<file path="src/rtl/seven_tube_pkg.sv">
`default_nettype none
// ============================================================================
//  Module   : seven_tube_pkg
//  Purpose  : Shared definitions for the multiplexed seven-segment driver:
//             hex-to-segment table, dark pattern and select-width helper.
//  Revision : 1.0  initial release
// ============================================================================
package seven_tube_pkg;

   // Active-high pattern with every segment (and dp) dark.
   localparam logic [7:0] SEG_OFF = 8'h00;

   // Hex nibble to active-high {g,f,e,d,c,b,a}.
   function automatic logic [6:0] seg_decode(input logic [3:0] nibble);
      logic [6:0] pat;
      case (nibble)
         4'h0: pat = 7'h3F;
         4'h1: pat = 7'h06;
         4'h2: pat = 7'h5B;
         4'h3: pat = 7'h4F;
         4'h4: pat = 7'h66;
         4'h5: pat = 7'h6D;
         4'h6: pat = 7'h7D;
         4'h7: pat = 7'h07;
         4'h8: pat = 7'h7F;
         4'h9: pat = 7'h6F;
         4'hA: pat = 7'h77;
         4'hB: pat = 7'h7C;
         4'hC: pat = 7'h39;
         4'hD: pat = 7'h5E;
         4'hE: pat = 7'h79;
         default: pat = 7'h71;
      endcase
      return pat;
   endfunction

   // Width needed to index 'count' items; never narrower than one bit.
   function automatic int sel_width(input int count);
      return (count <= 1) ? 1 : $clog2(count);
   endfunction

endpackage
`default_nettype wire

</file>
<file path="src/rtl/seven_seg_decode.sv">
`default_nettype none
// ============================================================================
//  Module   : seven_seg_decode
//  Purpose  : Combinational nibble + dp to active-high {dp,g..a} pattern.
//             'blank' darkens a..g only; dp passes through untouched.
//  Revision : 1.0  initial release
// ============================================================================
module seven_seg_decode
   import seven_tube_pkg::*;
(
   input  logic [3:0] nibble,
   input  logic       dp,
   input  logic       blank,
   output logic [7:0] pattern
);

   // Build the lit pattern; leading-zero blanking keeps the decimal point.
   always_comb begin
      pattern    = SEG_OFF;
      pattern[7] = dp;
      if (!blank) begin
         pattern[6:0] = seg_decode(nibble);
      end
   end

endmodule
`default_nettype wire

</file>
<file path="src/rtl/seven_tube_scan.sv">
`default_nettype none
// ============================================================================
//  Module   : seven_tube_scan
//  Purpose  : Multiplexed DIGITS-wide hex display driver with per-digit dp,
//             leading-zero blanking, 16-level PWM and tear-free staged loads.
//             Optional digit blinking when SEVEN_TUBE_BLINK_EN is defined
//             (adds blink_mask port and BLINK_HZ parameter).
//  Revision : 1.0  initial release
// ============================================================================
module seven_tube_scan
   import seven_tube_pkg::*;
#(
   parameter int DIGITS         = 6,
   parameter int CLK_FREQ       = 50_000_000,
   parameter int SCAN_HZ        = 1000,
   parameter bit SEG_ACTIVE_LOW = 1'b1
`ifdef SEVEN_TUBE_BLINK_EN
   ,
   parameter int BLINK_HZ       = 2
`endif
)(
   input  logic                          sys_clk,
   input  logic                          sys_rst,
   input  logic [4*DIGITS-1:0]           data_in,
   input  logic [DIGITS-1:0]             dp_in,
   input  logic                          data_valid,
   output logic                          data_ready,
   input  logic                          blank_lz,
   input  logic [3:0]                    bright,
`ifdef SEVEN_TUBE_BLINK_EN
   input  logic [DIGITS-1:0]             blink_mask,
`endif
   output logic [sel_width(DIGITS)-1:0]  sel,
   output logic [7:0]                    seg,
   output logic                          frame_start
);

   localparam int               DIV      = CLK_FREQ / SCAN_HZ;
   localparam int               DIV_W    = sel_width(DIV);
   localparam int               SEL_W    = sel_width(DIGITS);
   localparam logic [DIV_W-1:0] DIV_LAST = DIV_W'(DIV - 1);
   localparam logic [SEL_W-1:0] IDX_LAST = SEL_W'(DIGITS - 1);
   localparam logic [7:0]       POL      = SEG_ACTIVE_LOW ? 8'hFF : 8'h00;

   logic [DIV_W-1:0]    div_cnt;
   logic [SEL_W-1:0]    scan_idx;
   logic [3:0]          pwm_cnt;
   logic                slot_end;
   logic                frame_wrap;

   logic [4*DIGITS-1:0] active_data;
   logic [DIGITS-1:0]   active_dp;
   logic [4*DIGITS-1:0] pending_data;
   logic [DIGITS-1:0]   pending_dp;
   logic                pending;
   logic                load_accept;

   logic [DIGITS-1:0]   zero_from;
   logic [3:0]          cur_nib;
   logic                cur_dp;
   logic                cur_zero;
   logic                lz_blank;
   logic                pwm_on;
   logic [7:0]          pattern;
   logic [7:0]          seg_next;

   assign slot_end    = (div_cnt == DIV_LAST);
   assign frame_wrap  = slot_end && (scan_idx == IDX_LAST);
   assign data_ready  = ~pending;
   assign load_accept = data_valid & ~pending;

   // Slot divider, scan index and free-running PWM phase.
   always_ff @(posedge sys_clk or posedge sys_rst) begin
      if (sys_rst) begin
         div_cnt  <= '0;
         scan_idx <= '0;
         pwm_cnt  <= 4'd0;
      end else begin
         pwm_cnt <= pwm_cnt + 4'd1;
         if (slot_end) begin
            div_cnt  <= '0;
            scan_idx <= (scan_idx == IDX_LAST) ? '0 : scan_idx + SEL_W'(1);
         end else begin
            div_cnt  <= div_cnt + DIV_W'(1);
         end
      end
   end

   // Staging: a load waits in pending and is promoted only at a frame wrap,
   // so one frame never shows a mix of old and new digits.
   always_ff @(posedge sys_clk or posedge sys_rst) begin
      if (sys_rst) begin
         active_data  <= '0;
         active_dp    <= '0;
         pending_data <= '0;
         pending_dp   <= '0;
         pending      <= 1'b0;
      end else begin
         if (frame_wrap && pending) begin
            active_data <= pending_data;
            active_dp   <= pending_dp;
            pending     <= 1'b0;
         end
         // Only possible while nothing is pending, so never collides with
         // the promotion above; a wrap-cycle capture waits one more frame.
         if (load_accept) begin
            pending_data <= data_in;
            pending_dp   <= dp_in;
            pending      <= 1'b1;
         end
      end
   end

   // zero_from[i]: digit i and every digit above it are zero.
   always_comb begin
      zero_from = '0;
      for (int i = 0; i < DIGITS; i++) begin
         zero_from[i] = ((active_data >> (4 * i)) == '0);
      end
   end

`ifdef SEVEN_TUBE_BLINK_EN
   localparam int                 BLINK_DIV  = CLK_FREQ / (2 * BLINK_HZ);
   localparam int                 BLINK_W    = sel_width(BLINK_DIV);
   localparam logic [BLINK_W-1:0] BLINK_LAST = BLINK_W'(BLINK_DIV - 1);

   logic [BLINK_W-1:0] blink_cnt;
   logic               blink_phase;
   logic               cur_mask;

   // Blink phase toggles every half blink period.
   always_ff @(posedge sys_clk or posedge sys_rst) begin
      if (sys_rst) begin
         blink_cnt   <= '0;
         blink_phase <= 1'b0;
      end else if (blink_cnt == BLINK_LAST) begin
         blink_cnt   <= '0;
         blink_phase <= ~blink_phase;
      end else begin
         blink_cnt   <= blink_cnt + BLINK_W'(1);
      end
   end
`endif

   // Pick the nibble, dp and blanking facts of the digit being scanned.
   always_comb begin
      cur_nib  = 4'h0;
      cur_dp   = 1'b0;
      cur_zero = 1'b0;
`ifdef SEVEN_TUBE_BLINK_EN
      cur_mask = 1'b0;
`endif
      for (int i = 0; i < DIGITS; i++) begin
         if (scan_idx == SEL_W'(i)) begin
            cur_nib  = active_data[4*i +: 4];
            cur_dp   = active_dp[i];
            cur_zero = zero_from[i];
`ifdef SEVEN_TUBE_BLINK_EN
            cur_mask = blink_mask[i];
`endif
         end
      end
   end

   // Digit 0 always shows, even when the whole value is zero.
   assign lz_blank = blank_lz && (scan_idx != '0) && cur_zero;
   assign pwm_on   = (bright == 4'hF) || (pwm_cnt < bright);

   seven_seg_decode u_decode (
      .nibble  (cur_nib),
      .dp      (cur_dp),
      .blank   (lz_blank),
      .pattern (pattern)
   );

   // Brightness gate and blink blanking darken all eight segments.
   always_comb begin
      seg_next = pattern;
      if (!pwm_on) begin
         seg_next = SEG_OFF;
      end
`ifdef SEVEN_TUBE_BLINK_EN
      if (blink_phase && cur_mask) begin
         seg_next = SEG_OFF;
      end
`endif
   end

   // Registered pin drivers with board polarity applied.
   always_ff @(posedge sys_clk or posedge sys_rst) begin
      if (sys_rst) begin
         sel         <= '0;
         seg         <= SEG_OFF ^ POL;
         frame_start <= 1'b0;
      end else begin
         sel         <= scan_idx;
         seg         <= seg_next ^ POL;
         frame_start <= frame_wrap;
      end
   end

endmodule
`default_nettype wire

</file>
<file path="config.mk">
export PLATFORM = sky130hd
export DESIGN_NAME = seven_tube_scan
export DESIGN_NICKNAME = d
export VERILOG_FILES = /design/src/rtl/seven_tube_pkg.sv /design/src/rtl/seven_seg_decode.sv /design/src/rtl/seven_tube_scan.sv
export SDC_FILE = /design/constraint.sdc
export NUM_CORES = 1
export LEC_CHECK = 0
export ABC_AREA = 1
export CAP_MARGIN = 25
export CORE_ASPECT_RATIO = 2
export CORE_MARGIN = 8
export CORE_UTILIZATION = 40
export CTS_CLUSTER_DIAMETER = 120
export CTS_CLUSTER_SIZE = 16
export DETAILED_ROUTE_END_ITERATION = 7
export PLACE_DENSITY = 0.65
export SLEW_MARGIN = 20
export SYNTH_ARGS = -nofsm -noshare
export SYNTH_HDL_FRONTEND = slang
export SYNTH_SLANG_ARGS = --single-unit
export TNS_END_PERCENT = 50
</file>
<file path="constraint.sdc">
create_clock -name sys_clk -period 3 [get_ports sys_clk]
set_input_delay 0.6 -clock sys_clk [delete_from_list [all_inputs] [get_ports sys_clk]]
set_output_delay 0.6 -clock sys_clk [all_outputs]
set_load 0.05 [all_outputs]
</file>
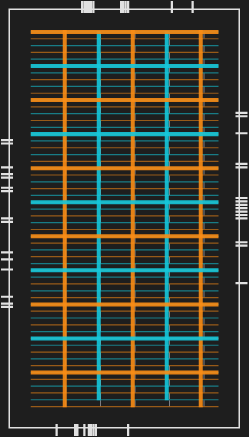
Run 1: power grid
Pins as bars on the die edge. Tap cells in grey.
colour	net
orange	VSS
cyan	VDD
met1 rails	56
tap cells	142
signal pins	51
met5 straps	11
Peak VDD IR: 308 µV
core region area: 11200 µm²
die width: 91.3 µm
die height: 167 µm

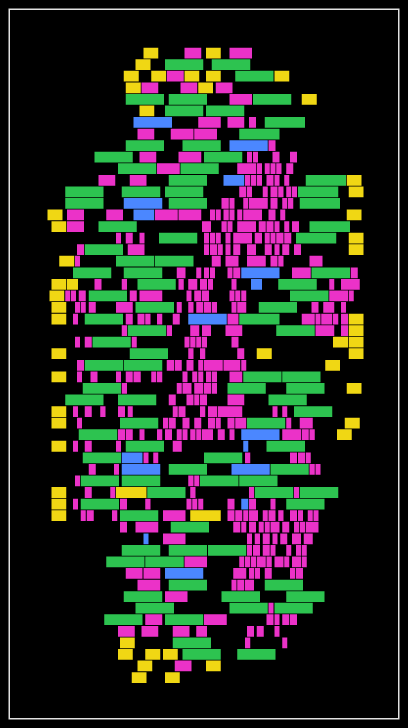
Run 1: placed cells, one colour a class
colour	class	cells	share of their area
magenta	combinational and other logic	360	39%
blue	clock drivers and dummy loads	16	5.4%
green	sequential cells	96	45%
yellow	remaining buffers and delay cells	53	10%
sequential cell area share: 43.8%
# rows: 55
final core utilization: 49.1%
cell area after layout: 5500 µm²

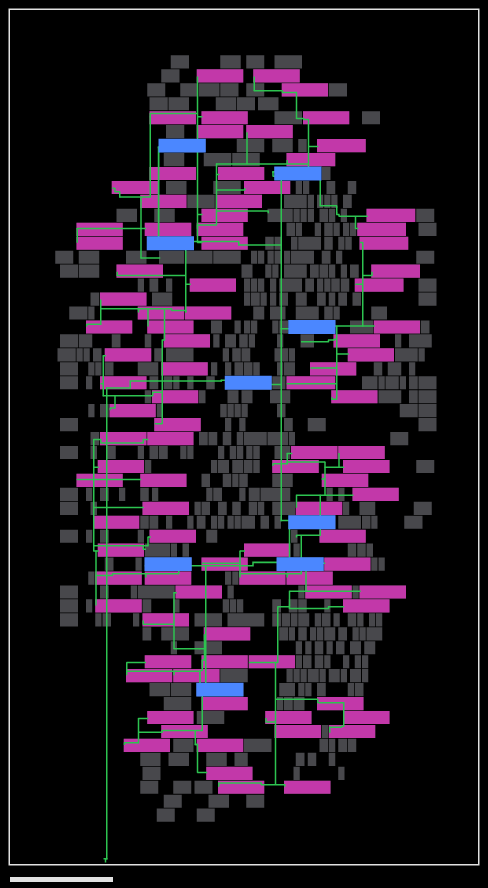
Run 1: routed clock nets over the placement
Bar = 20 µm.
[magenta] flip-flops | count: 96
[blue] clock drivers | count: 9
[green] clock wires | length: 1100 µm
routed clock nets	10
clock share of power: 41.6%
clock-net power: 0.00108 W
Max Clock Skew: 0.00764 ns
clock latency on the worst-skew pair: 0.34 ns

==> flow_summary.json, run 1 <==
{
  "antenna_found_initial": 0,
  "worstPathMaxFanout": 13,
  "leakagePower_nw": 2.70,
  "critPathKind": "flip-flop to flip-flop",
  "period_needed_ns": 2.59,
  "hpwl_mm": 7.09,
  "min_to": "sel[2]$_DFF_PP0_",
  "ant_nets": 0,
  "cp-end-kind": "flip-flop",
  "grt_overflow": 0,
  "first_pass_iters": 4,
  "htreeDepth": 3,
  "grt_pass1_vias": 3473,
  "synth_stat.cells": 465,
  "fin_setup_tns_ns": 0,
  "top_area_share_pct": 48.6,
  "ys.flop_type": "dfrtp_1",
  "io_pins": 51,
  "async_reset_ff_share_pct": 100,
  "path_clk_slew_ns": 0.06,
  "critical-path-max-stage-delay_ns": 0.41,
  "crit_family": "adder cells",
  "setup.worst_path.start": "scan_idx[2]$_DFFE_PP0N_",
  "grt_max_degree": 43,
  "chipArea_um2": 15200,
  "syn-cell-area_um2": 4530,
  "crit_path_end": "seg[0]$_DFF_PP1_",
  "ys_ff": 96,
  "p_per_area_nw_per_um2": 471,
  "worstReg2RegStart": "scan_idx[2]$_DFFE_PP0N_",
  "yosysUniqueCellTypes": 32,
  "edf_count": 0,
  "crit_top_cell": "nand2_1",
  "nets": 570,
  "crit_slowest_cell": "dfrtp_1",
  "rr_worst_depth": 15,
  "pre_cts_ws_ns": 0.332,
  "cts.sinks": 96,
  "yosys_area_um2": 4530,
  "common_cells": "dfrtp_1, nand2_1, inv_1",
  "grt.total_usage_pct": 12.9,
  "max-slew-margin-rel_pct": 54.9,
  "outcome": "complete, no violations",
  "num_vias": 3260,
  "root_buffer": "clkbuf_16",
  "finalPower_w": 0.00259,
  "drt-vias-per-instance": 4.89,
  "initial_utilization_pct": 40.4,
  "yosys_warnings": 0,
  "setup_viol_count_final": 0
}
run 1: area by class of cell:
type | count | area (µm²) | area share (%)
Clock buffer | 14 | 274 | 4.98
Clock inverter | 2 | 12.5 | 0.227
Inverter | 60 | 235 | 4.27
Multi-Input combinational cell | 300 | 1840 | 33.5
Sequential cell | 96 | 2410 | 43.8
Tap cell | 142 | 178 | 3.23
Timing Repair Buffer | 53 | 548 | 9.96
run 1: worst reg2reg max path: stages (launching register included):
cell and delay [ns]:
dfrtp_1 0.41, clkinvlp_4 0.28, ha_1 0.38, inv_1 0.15, nor2_1 0.05, nor2_1 0.09, nand2_1 0.07, a21oi_2 0.25
inv_1 0.13, ha_1 0.24, nand3_1 0.14, nand2_1 0.07, nand2_1 0.05, nand2_1 0.05, inv_1 0.05, nand3_1 0.06
run 1: logic make-up (layout without fill, tap and decap cells):
kind of cell | after synthesis | in the layout | share of synthesized area [%]
adder cells (fa/ha/maj) | 12 | 12 | 3.31
multiplexers | 38 | 38 | 10.9
buffers and inverters | 69 | 129 | 6.18
AND-OR/OR-AND | 63 | 63 | 7.23
AND/OR/NAND/NOR | 181 | 181 | 18.0
flip-flops | 96 | 96 | 53.2
XOR/XNOR | 6 | 6 | 1.16
run 1: per-stage QoR:
| step | hold WS, ns | std cells | utilization (%) |
|---|---|---|---|
| after floorplan | 0.374 | 465 | - |
| after global placement | 0.383 | 651 | 46.4 |
| after detailed placement | 0.393 | 651 | 46.4 |
| after CTS | 0.408 | 667 | 49.0 |
| after global routing | 0.482 | 667 | 49.1 |
| final | 0.461 | 667 | 49.1 |
run 1: layout by cell type, fill, tap and decap left out, types with 9 or more instances in the layout:
| cell | Yosys | layout |
|---|---|---|
| a21oi_1 | 30 | 29 |
| inv_1 | 56 | 54 |
| clkdlybuf4s50_1 | 0 | 50 |
| nand2_1 | 71 | 71 |
| nor3_1 | 10 | 10 |
| nand3_1 | 32 | 32 |
| mux2_4 | 17 | 17 |
| clkbuf_16 | 0 | 9 |
| o21ai_0 | 26 | 26 |
| mux2_2 | 21 | 21 |
| dfrtp_1 | 88 | 88 |
| ha_1 | 12 | 12 |
| nor2_1 | 46 | 46 |
run 1: report_power, final:
part	leakage, nW	switching [W]	total, W	internal (W)
Clock	0.139	0.000451	0.00108	0.000629
Sequential	1.22	0.0000207	0.00137	0.00135
Combinational	1.33	0.0000638	0.000147	0.0000831
Total	2.70	0.000535	0.00259	0.00206
run 1: sequential cells by signal, indices dropped and copies added, names as in the netlist:
| register | count |
|---|---|
| pwm_cnt | 4 |
| div_cnt | 16 |
| active_data | 24 |
| frame_start | 1 |
| active_dp | 6 |
| sel | 3 |
| pending | 1 |
| scan_idx | 3 |
| seg | 8 |
| pending_dp | 6 |
| pending_data | 24 |
run 1: per-layer routing:
| metal | wire, µm | share of wire [%] | vias up | GRT usage (%) |
|---|---|---|---|---|
| met2 | 5020 | 55 | 51 | 23.3 |
| met4 | 282 | 3.1 | 0 | 7.75 |
| met1 | 3610 | 40 | 1560 | 13.6 |
| met5 | 0 | 0 | - | 0 |
| met3 | 197 | 2.2 | 16 | 1.94 |
| li1 | - | - | 1633 | - |
Run 1, metal layers overlaid:
Bar = 20 µm.
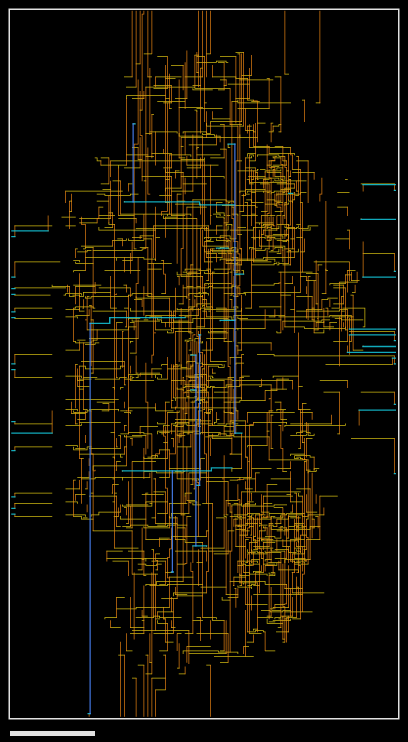

==> inputs of run 2 (changes only) <==
--- a/config.mk
+++ b/config.mk
@@ -13,7 +13,9 @@
 export CTS_CLUSTER_DIAMETER = 120
 export CTS_CLUSTER_SIZE = 16
 export DETAILED_ROUTE_END_ITERATION = 7
+export MAX_ROUTING_LAYER = met4
 export PLACE_DENSITY = 0.65
+export SETUP_SLACK_MARGIN = 0.5
 export SLEW_MARGIN = 20
 export SYNTH_ARGS = -nofsm -noshare
 export SYNTH_HDL_FRONTEND = slang
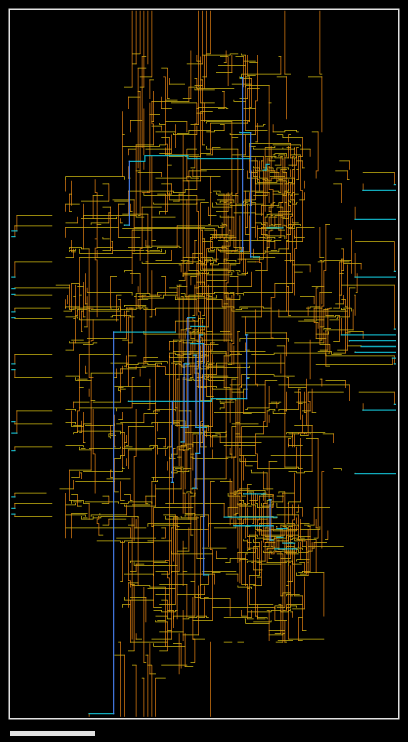
Run 2: metal layers overlaid
Bar = 20 µm.
colour	layer	wire length
orange	metal 2	4870 µm
blue	metal 4	370 µm
cyan	metal 3	247 µm
yellow	metal 1	3660 µm
DR vias: 3293
WL/cell: 13.7 µm

==> run 2 against run 1 <==
Compared with the run above: clock skew about the same; final cell count down 0.15%; flip-flop count unchanged; area after synthesis unchanged; combinational power about the same; routed wire length up 0.42%; via count up 1.0%.
==> flow_summary.json, run 2 <==
{
  "edf_count": 0,
  "finalPower_w": 0.00249,
  "chipArea_um2": 15200,
  "crit_family": "simple AND/OR/NAND/NOR gates",
  "yosys_area_um2": 4530,
  "lay_top_cells": "dfrtp_1, nand2_1, inv_1",
  "worstPathMaxFanout": 8,
  "yosys_warnings": 0,
  "holdBufCountCts": 0,
  "fp.dieW_um": 91.3,
  "drt_wl_total_mm": 9.15,
  "grt_pass1_vias": 3424,
  "top_area_share_pct": 48.6,
  "fin_setup_tns_ns": 0,
  "io_pins": 51,
  "syn-cell-area_um2": 4530,
  "cts.sinks": 96,
  "worstReg2RegStart": "scan_idx[1]$_DFFE_PP0N_",
  "die_y_um": 167,
  "grt.total_usage_pct": 13.1,
  "pre_cts_ws_ns": 0.383,
  "grt_overflow": 0,
  "common_cells": "dfrtp_1, nand2_1, inv_1",
  "antenna_found_initial": 0,
  "cp-end-kind": "flip-flop",
  "std_cell_rows": 55,
  "insertion_delay_ns": 0.34,
  "period_needed_ns": 2.31,
  "leakagePower_nw": 2.68,
  "ant_nets": 0,
  "synth_stat.cells": 465,
  "htreeDepth": 3,
  "antennaDiodeCount": 0,
  "initial_utilization_pct": 40.4,
  "reg_top3": "active_data (24), pending_data (24), div_cnt (16)",
  "min_to": "div_cnt[0]$_DFF_PP0_",
  "first_pass_iters": 4,
  "ys_ff": 96,
  "regArea_um2": 2410,
  "grt_max_degree": 97,
  "max-slew-margin-rel_pct": 57.8,
  "nets": 572,
  "critical-path-max-stage-delay_ns": 0.48,
  "comb_area_um2": 1860,
  "path_clk_slew_ns": 0.06,
  "root_buffer": "clkbuf_16",
  "layout_top_cell": "dfrtp_1",
  "critPathKind": "flip-flop to flip-flop",
  "drt-vias-per-instance": 4.94,
  "area_leaders": "dfrtp_1, nand2_1, mux2_4, mux2_2, dfstp_2",
  "crit_top_cell": "nand2_1",
  "async_reset_ff_share_pct": 100,
  "worstMarginPinSlew_ns": 0.629,
  "yosysUniqueCellTypes": 32,
  "drtIter0Drc": 101,
  "setup_viol_count_final": 0,
  "hpwl_mm": 6.92,
  "fin_worst_skew_ns": 0.00748,
  "rr_worst_depth": 16,
  "coreArea_um2": 11200,
  "peakVddDrop_uv": 277,
  "crit_slowest_cell": "dfrtp_2",
  "ys.flop_type": "dfrtp_1",
  "outcome": "complete, no violations",
  "p_per_area_nw_per_um2": 452
}
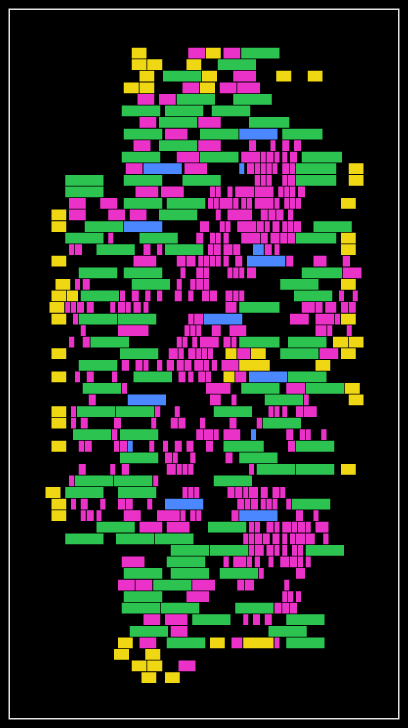
Run 2: placed cells, one colour a class
colour	class	cells	share of their area
magenta	combinational and other logic	360	39%
yellow	remaining buffers and delay cells	55	11%
blue	clock drivers and dummy loads	13	4.6%
green	sequential cells	96	45%
sequential cell area share: 43.9%
final core utilization: 49.0%
cell area after layout: 5500 µm²

run 2: per-layer routing:
layer	global-route usage [%]	share of wire [%]	up-vias
li1	-	-	1637
met1	13.2	40	1553
met2	22.0	53	75
met3	2.61	2.7	28
met4	9.05	4.0	0
met5	-	0	-
run 2: repair_timing:
item,4_1_cts,5_1_grt
endpoints found under the setup margin,6,25
pin swaps,0,1
setup buffers,2,1
resized,2,5
run 2: power breakdown:
part / switching [W] / leakage [nW] / total, W / internal, W
clock network: 0.000428 / 0.115 / 0.000976 / 0.000548
logic: 0.0000629 / 1.35 / 0.000144 / 0.0000807
registers: 0.0000210 / 1.22 / 0.00137 / 0.00135
run 2: how the worst max path moves through the flow:
stage / from / end / slack, ns / cells past startpoint
6_report: scan_idx[1]$_DFFE_PP0N_ / seg[0]$_DFF_PP1_ / 0.69 / 16
5_1_grt: scan_idx[1]$_DFFE_PP0N_ / seg[0]$_DFF_PP1_ / 0.46 / 16
4_1_cts: scan_idx[1]$_DFFE_PP0N_ / seg[0]$_DFF_PP1_ / 0.59 / 16
3_5_place_dp: scan_idx[2]$_DFFE_PP0N_ / seg[0]$_DFF_PP1_ / 0.38 / 15
3_3_place_gp: scan_idx[2]$_DFFE_PP0N_ / seg[0]$_DFF_PP1_ / 0.45 / 15
2_1_floorplan: scan_idx[2]$_DFFE_PP0N_ / seg[0]$_DFF_PP1_ / 0.72 / 16
run 2: cells by family after synthesis:
kind of cell	synth area share [%]
DFF	53.2
xor gates and xnor gates	1.16
adders and majority gates	3.31
and+or+nand+nor	18.0
buffers and inverters	6.18
muxes	10.9
AOI/OAI and AO/OA	7.23
run 2: metrics by stage:
step	util [%]	area [µm²]	hold WS, ns	cells
6_report	49.0	5500	0.458	666
5_1_grt	49.0	5500	0.486	666
4_1_cts	48.6	5460	0.460	665
3_5_place_dp	46.3	5190	0.391	650
3_3_place_gp	46.3	5190	0.379	650
2_1_floorplan	-	4540	0.374	465
run 2: worst reg2reg max path, cell delays in order (launching register included):
cell and delay [ns]:
dfrtp_2 0.48, nand2_1 0.10, inv_1 0.04, ha_1 0.25, inv_1 0.15, nor2_1 0.06
nor2_1 0.10, nand2_1 0.10, a21oi_4 0.20, inv_1 0.11, ha_1 0.23, nand3_1 0.14
nand2_1 0.07, nand2_1 0.05, nand2_1 0.05, inv_1 0.04, nand3_1 0.05
run 2: final cells by class:
| class | count | share of cell area (%) |
|---|---|---|
| well taps | 142 | 3.23 |
| clock buffers | 12 | 4.30 |
| multi-input cells | 300 | 33.9 |
| repair buffers | 55 | 10.2 |
| flip-flops and latches | 96 | 43.9 |
| inverters | 60 | 4.28 |
| clock inverters | 1 | 0.137 |
Power is estimated from default activity; no workload was simulated.
